==> config.mk <==
export PLATFORM = sky130hd
export DESIGN_NAME = uart_rx_sampler
export DESIGN_NICKNAME = d
export VERILOG_FILES = /design/src/rtl/uart_pkg.sv /design/src/rtl/uart_baud_tick.sv /design/src/rtl/uart_rx_sampler.sv
export SDC_FILE = /design/constraint.sdc
export NUM_CORES = 1
export LEC_CHECK = 0
export ABC_CLOCK_PERIOD_IN_PS = 7000
export CORE_ASPECT_RATIO = 1.4
export CORE_UTILIZATION = 61
export CTS_CLUSTER_SIZE = 16
export DETAILED_ROUTE_END_ITERATION = 6
export GPL_ROUTABILITY_DRIVEN = 0
export PLACE_DENSITY = 0.82
export SYNTH_ARGS = -nofsm -noshare
export SYNTH_HDL_FRONTEND = slang
export SYNTH_HIERARCHICAL = 1
export SYNTH_SLANG_ARGS = --single-unit
==> constraint.sdc <==
create_clock -name clk -period 7 [get_ports clk]
set_input_delay 1.4 -clock clk [delete_from_list [all_inputs] [get_ports clk]]
set_output_delay 1.4 -clock clk [all_outputs]
set_load 0.01 [all_outputs]
==> src/rtl/uart_pkg.sv <==
// Shared types and constants for the UART receive path.
package uart_pkg;

    typedef enum logic [2:0] {
        IDLE,
        START,
        DATA,
        PARITY,
        STOP,
        BREAK
    } rx_state_t;

    localparam int OVERSAMPLE = 16;
    localparam int SAMPLE_MID = 8;

    function automatic logic [1:0] stop_count(input logic [1:0] sbit);
        case (sbit)
            2'b00:   stop_count = 2'd1;
            2'b01:   stop_count = 2'd2;
            default: stop_count = 2'd3;
        endcase
    endfunction

endpackage

==> src/rtl/uart_baud_tick.sv <==
// Oversample tick generator: one tick every limit+1 clk cycles, restartable via clear.
module uart_baud_tick (
    input  logic        clk,
    input  logic        reset_n,
    input  logic        clear,
    input  logic [31:0] limit,
    output logic        tick
);

    logic [31:0] cnt;

    always_ff @(posedge clk or negedge reset_n) begin
        if (!reset_n) begin
            cnt <= '0;
        end else if (clear || cnt >= limit) begin
            cnt <= '0;
        end else begin
            cnt <= cnt + 32'd1;
        end
    end

    // >= keeps the counter from running away if limit drops below cnt
    assign tick = !clear && (cnt >= limit);

endmodule

==> src/rtl/uart_rx_sampler.sv <==
// UART receive front end: synchroniser, 16x sampler and start/data/parity/stop deframer.
// Optional UART_RX_MAJORITY_EN: 2-of-3 vote around the bit centre instead of a single sample.
//
// state  | meaning
// IDLE   | waiting for a synchronised falling edge with cr_rx_en high
// START  | counting to the centre of the start bit, false-start check
// DATA   | shifting in DATA_BITS samples, LSB first
// PARITY | sampling the parity bit and comparing against latched type
// STOP   | sampling 1..3 stop bits, publishing the frame after the last
// BREAK  | last stop bit was low; waiting for the line to return high
module uart_rx_sampler
    import uart_pkg::*;
#(
    parameter int OVERSAMPLE = 16,
    parameter int DATA_BITS  = 8
) (
    input  logic                 clk,
    input  logic                 reset_n,
    input  logic                 uart_rx,
    input  logic                 cr_rx_en,
    input  logic                 cr_pbit,
    input  logic                 cr_ptype,
    input  logic [1:0]           cr_sbit,
    input  logic [31:0]          cr_baud_limit,
    input  logic                 cr_baud_update,
    output logic [DATA_BITS-1:0] rx_data_o,
    output logic                 rx_pbit_error,
    output logic                 rx_frame_error,
    output logic                 rx_valid_o,
    output logic                 rx_busy
);

    localparam logic [3:0] TICK_LAST = 4'(OVERSAMPLE - 1);
    localparam logic [3:0] BIT_LAST  = 4'(DATA_BITS - 1);
`ifdef UART_RX_MAJORITY_EN
    localparam logic [3:0] START_DECIDE = 4'(SAMPLE_MID);
`else
    localparam logic [3:0] START_DECIDE = 4'(SAMPLE_MID - 1);
`endif

    rx_state_t             state;
    logic                  sync1, rx_s, rx_prev;
    logic                  tick, clear, decide, sample, start_edge;
    logic [3:0]            tick_cnt, bit_cnt;
    logic [1:0]            stop_cnt, stop_n;
    logic                  pbit_l, ptype_l, perr, ferr;
    logic [DATA_BITS-1:0]  shreg;

    always_ff @(posedge clk or negedge reset_n) begin
        if (!reset_n) begin
            sync1   <= 1'b1;
            rx_s    <= 1'b1;
            rx_prev <= 1'b1;
        end else begin
            sync1   <= uart_rx;
            rx_s    <= sync1;
            rx_prev <= rx_s;
        end
    end

    assign clear      = (state == IDLE) || cr_baud_update;
    assign start_edge = (state == IDLE) && cr_rx_en && rx_prev && !rx_s;
    assign rx_busy    = (state != IDLE);

    uart_baud_tick u_baud_tick (
        .clk     (clk),
        .reset_n (reset_n),
        .clear   (clear),
        .limit   (cr_baud_limit),
        .tick    (tick)
    );

`ifdef UART_RX_MAJORITY_EN
    // hist[1] holds the tick before mid, hist[0] the mid tick; rx_s is mid+1
    logic [1:0] hist;

    always_ff @(posedge clk or negedge reset_n) begin
        if (!reset_n) begin
            hist <= 2'b11;
        end else if (tick) begin
            hist <= {hist[0], rx_s};
        end
    end

    assign sample = (hist[1] & hist[0]) | (hist[1] & rx_s) | (hist[0] & rx_s);
`else
    assign sample = rx_s;
`endif

    always_comb begin
        decide = 1'b0;
        if (tick) begin
            if (state == START) decide = (tick_cnt == START_DECIDE);
            else                decide = (tick_cnt == TICK_LAST);
        end
    end

    always_ff @(posedge clk or negedge reset_n) begin
        if (!reset_n) begin
            state          <= IDLE;
            tick_cnt       <= '0;
            bit_cnt        <= '0;
            stop_cnt       <= 2'd1;
            stop_n         <= 2'd1;
            pbit_l         <= 1'b0;
            ptype_l        <= 1'b0;
            perr           <= 1'b0;
            ferr           <= 1'b0;
            shreg          <= '0;
            rx_data_o      <= '0;
            rx_pbit_error  <= 1'b0;
            rx_frame_error <= 1'b0;
            rx_valid_o     <= 1'b0;
        end else begin
            rx_valid_o <= 1'b0;
            if (state != IDLE && tick) begin
                tick_cnt <= decide ? 4'd0 : tick_cnt + 4'd1;
            end

            if (state != IDLE && (!cr_rx_en || cr_baud_update)) begin
                state <= IDLE;
            end else begin
                case (state)
                    IDLE: begin
                        tick_cnt <= '0;
                        bit_cnt  <= '0;
                        if (start_edge) begin
                            pbit_l   <= cr_pbit;
                            ptype_l  <= cr_ptype;
                            stop_n   <= stop_count(cr_sbit);
                            stop_cnt <= 2'd1;
                            perr     <= 1'b0;
                            ferr     <= 1'b0;
                            state    <= START;
                        end
                    end
                    START: begin
                        if (decide) state <= sample ? IDLE : DATA;
                    end
                    DATA: begin
                        if (decide) begin
                            shreg <= {sample, shreg[DATA_BITS-1:1]};
                            if (bit_cnt == BIT_LAST) begin
                                bit_cnt <= '0;
                                state   <= pbit_l ? PARITY : STOP;
                            end else begin
                                bit_cnt <= bit_cnt + 4'd1;
                            end
                        end
                    end
                    PARITY: begin
                        if (decide) begin
                            perr  <= (^{shreg, sample}) ^ ptype_l;
                            state <= STOP;
                        end
                    end
                    STOP: begin
                        if (decide) begin
                            ferr <= ferr | ~sample;
                            if (stop_cnt == stop_n) begin
                                rx_data_o      <= shreg;
                                rx_pbit_error  <= perr;
                                rx_frame_error <= ferr | ~sample;
                                rx_valid_o     <= 1'b1;
                                state          <= sample ? IDLE : BREAK;
                            end else begin
                                stop_cnt <= stop_cnt + 2'd1;
                            end
                        end
                    end
                    BREAK: begin
                        if (rx_s) state <= IDLE;
                    end
                    default: state <= IDLE;
                endcase
            end
        end
    end

endmodule

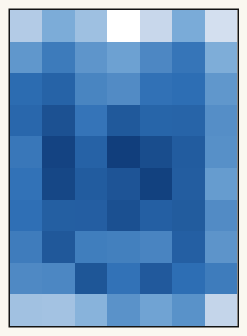
Figure 1: run 1, cell density map.
The die is cut into 7 by 10 equal tiles; white is low, dark blue is high, 0 to 100% covered.
tiles over 75% full: 40%
nearly empty tiles: 1.4%
mean over tiles: 67%
fullest tile: 94%

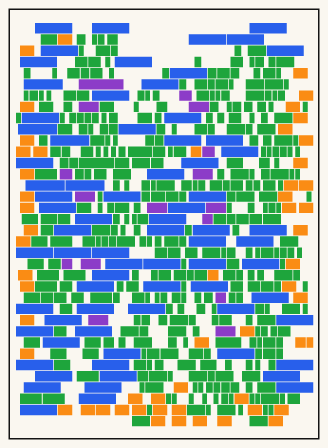
Figure 2: run 1, placed cells, one color a class.
[clock drivers and dummy loads] purple | cells: 16
[remaining buffers and delay cells] orange | cells: 55
[sequential cells] blue | cells: 73
[combinational and other logic] green | cells: 369

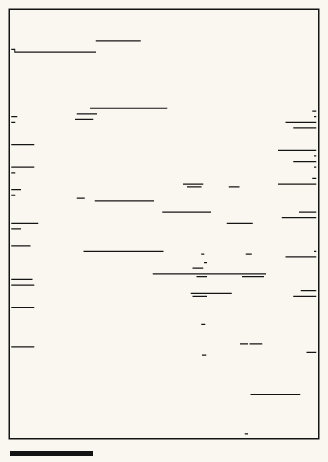
Figure 3: run 1, metal 3.
Bar = 20 um.
share of all routed wire: 3.4%
longest straight run: 27.1 um

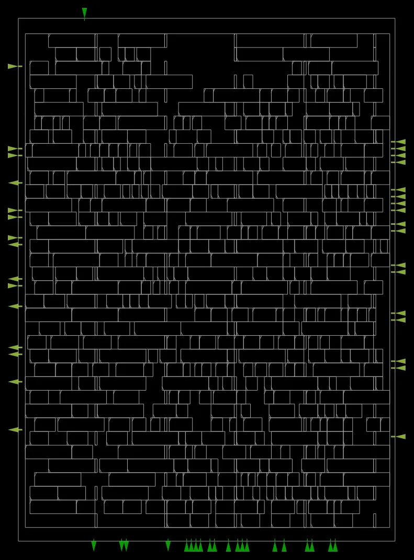
Figure 4: run 1, cell placement.
sequential portion of the cell area: 34.6%
Site Rows: 36

==> summary.txt, run 1 <==
The implementation run finished. The detailed router finished its first iteration with 154 violations. The sequential cells in the finished layout cover a total of 0.00183 mm2. Count of hold-fix buffers inserted at cts landed at 0. Post-synthesis share of cell area spent on and, or, nand and nor gates landed at 21.0%. Once the clock tree was built, the resizer swapped 0 gates to a different size. According to the hold report, the worst path is of the flip-flop to flip-flop type. The most common logic cells in the final layout are 68 x dfrtp_1, 51 x clkdlybuf4s50_1, 41 x nor3_1. Critical path data required time landed at 7.22 ns. The later pin in the worst-skew pair is clocked with a latency of 0.34 ns.

Total placed instance area landed at 0.00509 mm2. For this design the static power due to leakage is 2.33 nW. Hold analysis lists the worst path endpoint as rx_s.

Cells with a size suffix above 1 make up 12.1% of the layout. Ranked by flip-flop count, first place goes to u_baud_tick/cnt. After detailed routing, no signal wire sits above met4.

Diode insertion count for antenna repair landed at 0. The power report lists the sequential group at 0.000498 W. The clock drives 73 sinks. The first global-routing pass estimated 15700 um of wire. Number of cells on the worst hold path landed at 0.

Summed over all layers, the global routing overflow is 0. Combinational cells account for 23.6% of the total power. Summed over all instances, the cell type with the most area after synthesis is dfrtp_1. The core region is 0.00707 mm2.

The flow ran to the end, and the final reports show no timing, DRC or antenna violations. The CTS report gives the tree buffer count as 9. The slowest stage of the critical path belongs to the cell nor4b_4. Per the cell usage report, the commonest logic cell in the layout is dfrtp_1. Among all stages on the critical path, the maximum delay recorded is 0.82 ns. OpenSTA lists the critical path startpoint as cr_baud_limit[15].
==> run 1 -> run 2 <==
--- a/config.mk
+++ b/config.mk
@@ -5,13 +5,13 @@
 export SDC_FILE = /design/constraint.sdc
 export NUM_CORES = 1
 export LEC_CHECK = 0
-export ABC_CLOCK_PERIOD_IN_PS = 7000
+export ABC_CLOCK_PERIOD_IN_PS = 4800
 export CORE_ASPECT_RATIO = 1.4
-export CORE_UTILIZATION = 61
+export CORE_UTILIZATION = 57
 export CTS_CLUSTER_SIZE = 16
 export DETAILED_ROUTE_END_ITERATION = 6
 export GPL_ROUTABILITY_DRIVEN = 0
-export PLACE_DENSITY = 0.82
+export PLACE_DENSITY = 0.77
 export SYNTH_ARGS = -nofsm -noshare
 export SYNTH_HDL_FRONTEND = slang
 export SYNTH_HIERARCHICAL = 1
==> constraint.sdc (replaced) <==
create_clock -name clk -period 4.8 [get_ports clk]
set_input_delay 0.96 -clock clk [delete_from_list [all_inputs] [get_ports clk]]
set_output_delay 0.96 -clock clk [all_outputs]
set_load 0.01 [all_outputs]
==> run 2 against run 1 <==
  * Die area rose by 6.8%
  * Critical path type unchanged
  * Count of clock-buffer cells in the layout unchanged
  * Critical path depth increased by 1
  * Final cell count rose by 1.2%
  * Setup slack got worse by 1.4 ns
  * First-iteration DRC count down 7.1%
  * Sequential share of layout area barely moved
  * Synthesized cell count stayed put
  * Via count barely moved
  * Largest power group unchanged
==> summary.txt, run 2 <==
The implementation run finished. Part of the power in combinational logic landed at 24.0% (+0.4 points). Looking at area per cell type in the netlist, the leader is dfrtp_1. Per the cell usage report, the commonest logic cells after layout are 68 x dfrtp_1, 51 x clkdlybuf4s50_1, 41 x nor3_1. Along the critical path, the tally of buffer and inverter instances is 3. Area fraction in full adders, half adders and majority gates landed at 9.72%. In this run, power in combinational logic comes to 0.000370 W. The critical path data required time came to 5.03 ns (-2.19 ns).

Area taken by flip-flops and latches landed at 0.00183 mm2 (unchanged). Share of final-layout standard cells stronger than drive strength 1 landed at 12.4% (+0.34 points). Traced cell by cell, the critical path runs through clkdlybuf4s50_1 -> inv_1 -> ha_1 -> nand4_1 -> nor3_1 -> or4b_1 -> a31oi_2 -> o21ba_2 -> nand4_1 -> mux2i_1 -> nor4b_4 -> buf_4 -> mux2_1. Wire length of the first global-routing pass landed at 15700 um (+0.13%). The delay of the slowest cell on the worst path is 0.51 ns (-0.31 ns). Number of buffers created by CTS landed at 9 (unchanged). The sequential share of cell area came to 34.6% (about the same). In the final routed layout, each cell accounts on average for 15.0 um. The run finished with clean final reports.

The clock latency on the worst-skew pair came to 0.35 ns (about the same). In the final routing, the length of wire on met1 measures 3690 um. Total number of clock tree sinks landed at 73 (unchanged). The design received a total of 100 well taps at floorplan. For reference, the critical path is launched at cr_baud_limit[14]. Xor/xnor cell area share of the yosys netlist landed at 8.16%. Deepest level of the CTS H-tree landed at 3. The area of the core is 0.00770 mm2 (+8.9%). The number of cells on the worst hold path was 0 (unchanged). The quantity of gates resized following cts was 0 (unchanged). The count of hold-fix buffers inserted at cts was 0 (unchanged). Via count landed at 3502. Sum of overflow across all layers after global routing landed at 0 (unchanged). Diode insertion count for antenna repair landed at 0 (unchanged).

Among logic cells in the layout, the one with the most instances is dfrtp_1. The type recorded for the worst min-delay path is flip-flop to flip-flop. The number of violations reported at the end of detailed-routing iteration 0 was 143 (-7.1%). In the CTS report, the clock slew at the register clock pins of the worst setup and hold paths is listed as 0.08 ns. Signal nets in the final route climb as high as met4.

Area enclosed by the die boundary landed at 0.00827 mm2. Maximum number of pins on one net before global-route repair landed at 45. The critical path in this run is classified as input pin to flip-flop.

The worst hold path terminates at rx_s. Post-synthesis share of cell area spent on and, or, nand and nor gates landed at 21.0% (unchanged).
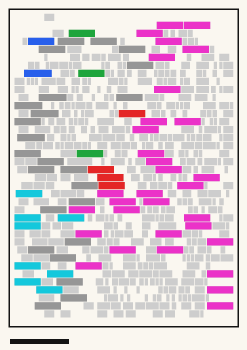
Figure 5: run 2, sequential cells colored by netlist name.
Bar = 20 um. Other sequential cells in the stronger gray, the rest of the logic in the fainter gray.
[tick_cnt] red | placed flops: 4 | where: center
[state] green | placed flops: 3
[shreg] cyan | placed flops: 8 | where: south-west
[u_baud_tick/cnt] magenta | placed flops: 32
[stop_n] blue | placed flops: 2
not colored: 24

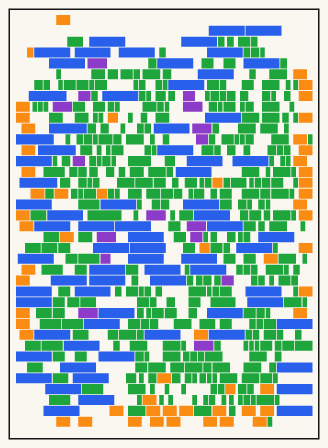
Figure 6: run 2, placed cells, one color a class.
[clock drivers and dummy loads] purple | cells: 16
[sequential cells] blue | cells: 73
[combinational and other logic] green | cells: 369
[remaining buffers and delay cells] orange | cells: 57
Util after Layout: 68.7%
final design instance area without fill: 0.00529 mm2
Site Rows: 38

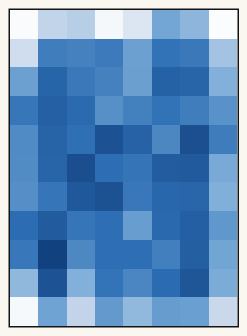
Figure 7: run 2, cell density map.
The die is cut into 8 by 11 equal tiles; white is low, dark blue is high, 0 to 100% covered.
nearly empty tiles: 1.1%
mean over tiles: 63%
fullest tile: 93%
tiles over 75% full: 32%

==> run 2 -> run 3 <==
--- a/config.mk
+++ b/config.mk
@@ -10,7 +10,6 @@
 export CORE_UTILIZATION = 57
 export CTS_CLUSTER_SIZE = 16
 export DETAILED_ROUTE_END_ITERATION = 6
-export GPL_ROUTABILITY_DRIVEN = 0
 export PLACE_DENSITY = 0.77
 export SYNTH_ARGS = -nofsm -noshare
 export SYNTH_HDL_FRONTEND = slang
==> run 3 against run 2 <==
  * Sequential share of layout area unchanged
  * Total power unchanged
  * Flip-flop count unchanged
  * Clock power about the same
  * Critical endpoint unchanged
  * Largest cell class unchanged
  * Largest power group unchanged
==> summary.txt, run 3 <==
The implementation run finished. The post-synthesis share of cell area spent on and, or, nand and nor gates is 21.0% (unchanged). The part of the power in combinational logic came to 24.0% (about the same). Xor/xnor cell area share of the yosys netlist landed at 8.16% (unchanged).

The number of cells on the worst hold path was 0 (unchanged). The area enclosed by the die boundary came to 0.00827 mm2 (unchanged). Total routed wire length on the met1 layer landed at 3690 um (unchanged).

The area fraction in full adders, half adders and majority gates came to 9.72% (unchanged). Share of final-layout standard cells stronger than drive strength 1 landed at 12.4% (unchanged). Maximum number of pins on one net before global-route repair landed at 45 (unchanged). The detailed router used layers up to and including met4. Deepest level of the CTS H-tree landed at 3 (unchanged).

Per STA, the worst path is made up of clkdlybuf4s50_1 -> inv_1 -> ha_1 -> nand4_1 -> nor3_1 -> or4b_1 -> a31oi_2 -> o21ba_2 -> nand4_1 -> mux2i_1 -> nor4b_4 -> buf_4 -> mux2_1. The biggest area contributor in the post-synthesis netlist is dfrtp_1. In the layout the commonest cells are 68 x dfrtp_1, 51 x clkdlybuf4s50_1, 41 x nor3_1. The wire length of the first global-routing pass is 15700 um (unchanged). Number of buffers created by CTS landed at 9 (unchanged).

The number of violations reported at the end of detailed-routing iteration 0 is 143 (unchanged). The flow ran to the end, and the final reports show no timing, DRC or antenna violations. Number of buffers and inverters on the critical path landed at 3 (unchanged). Area of all placed cells without fillers landed at 0.00529 mm2 (unchanged).
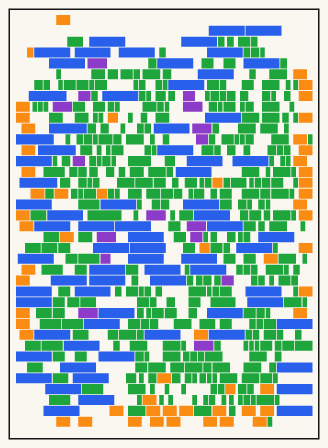
Figure 8: run 3, placed cells, one color a class.
[combinational and other logic] green | cells: 369
[clock drivers and dummy loads] purple | cells: 16
[sequential cells] blue | cells: 73
[remaining buffers and delay cells] orange | cells: 57
sequential portion of the cell area: 34.6%
area inside the core boundary: 0.00770 mm2

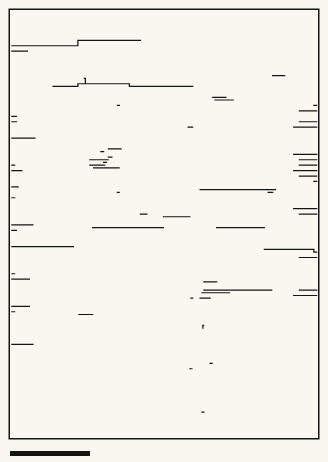
Figure 9: run 3, metal 3.
Bar = 20 um.
main direction: horizontal
nets with wire on the layer: 52
via count: 3502
wirelength, routed: 9200 um

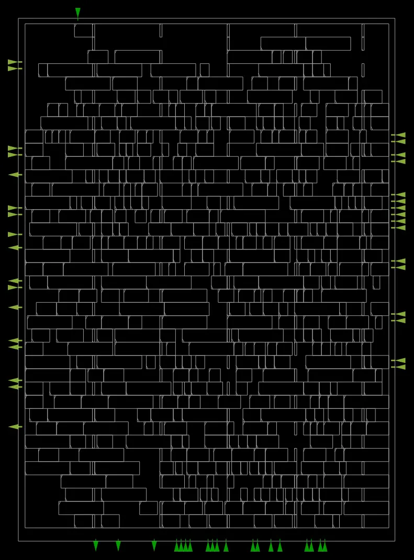
Figure 10: run 3, cell placement.
number of inserted filler cells in the final layout: 628
Well-Tap Cells: 100

Power is estimated from default activity; no workload was simulated.
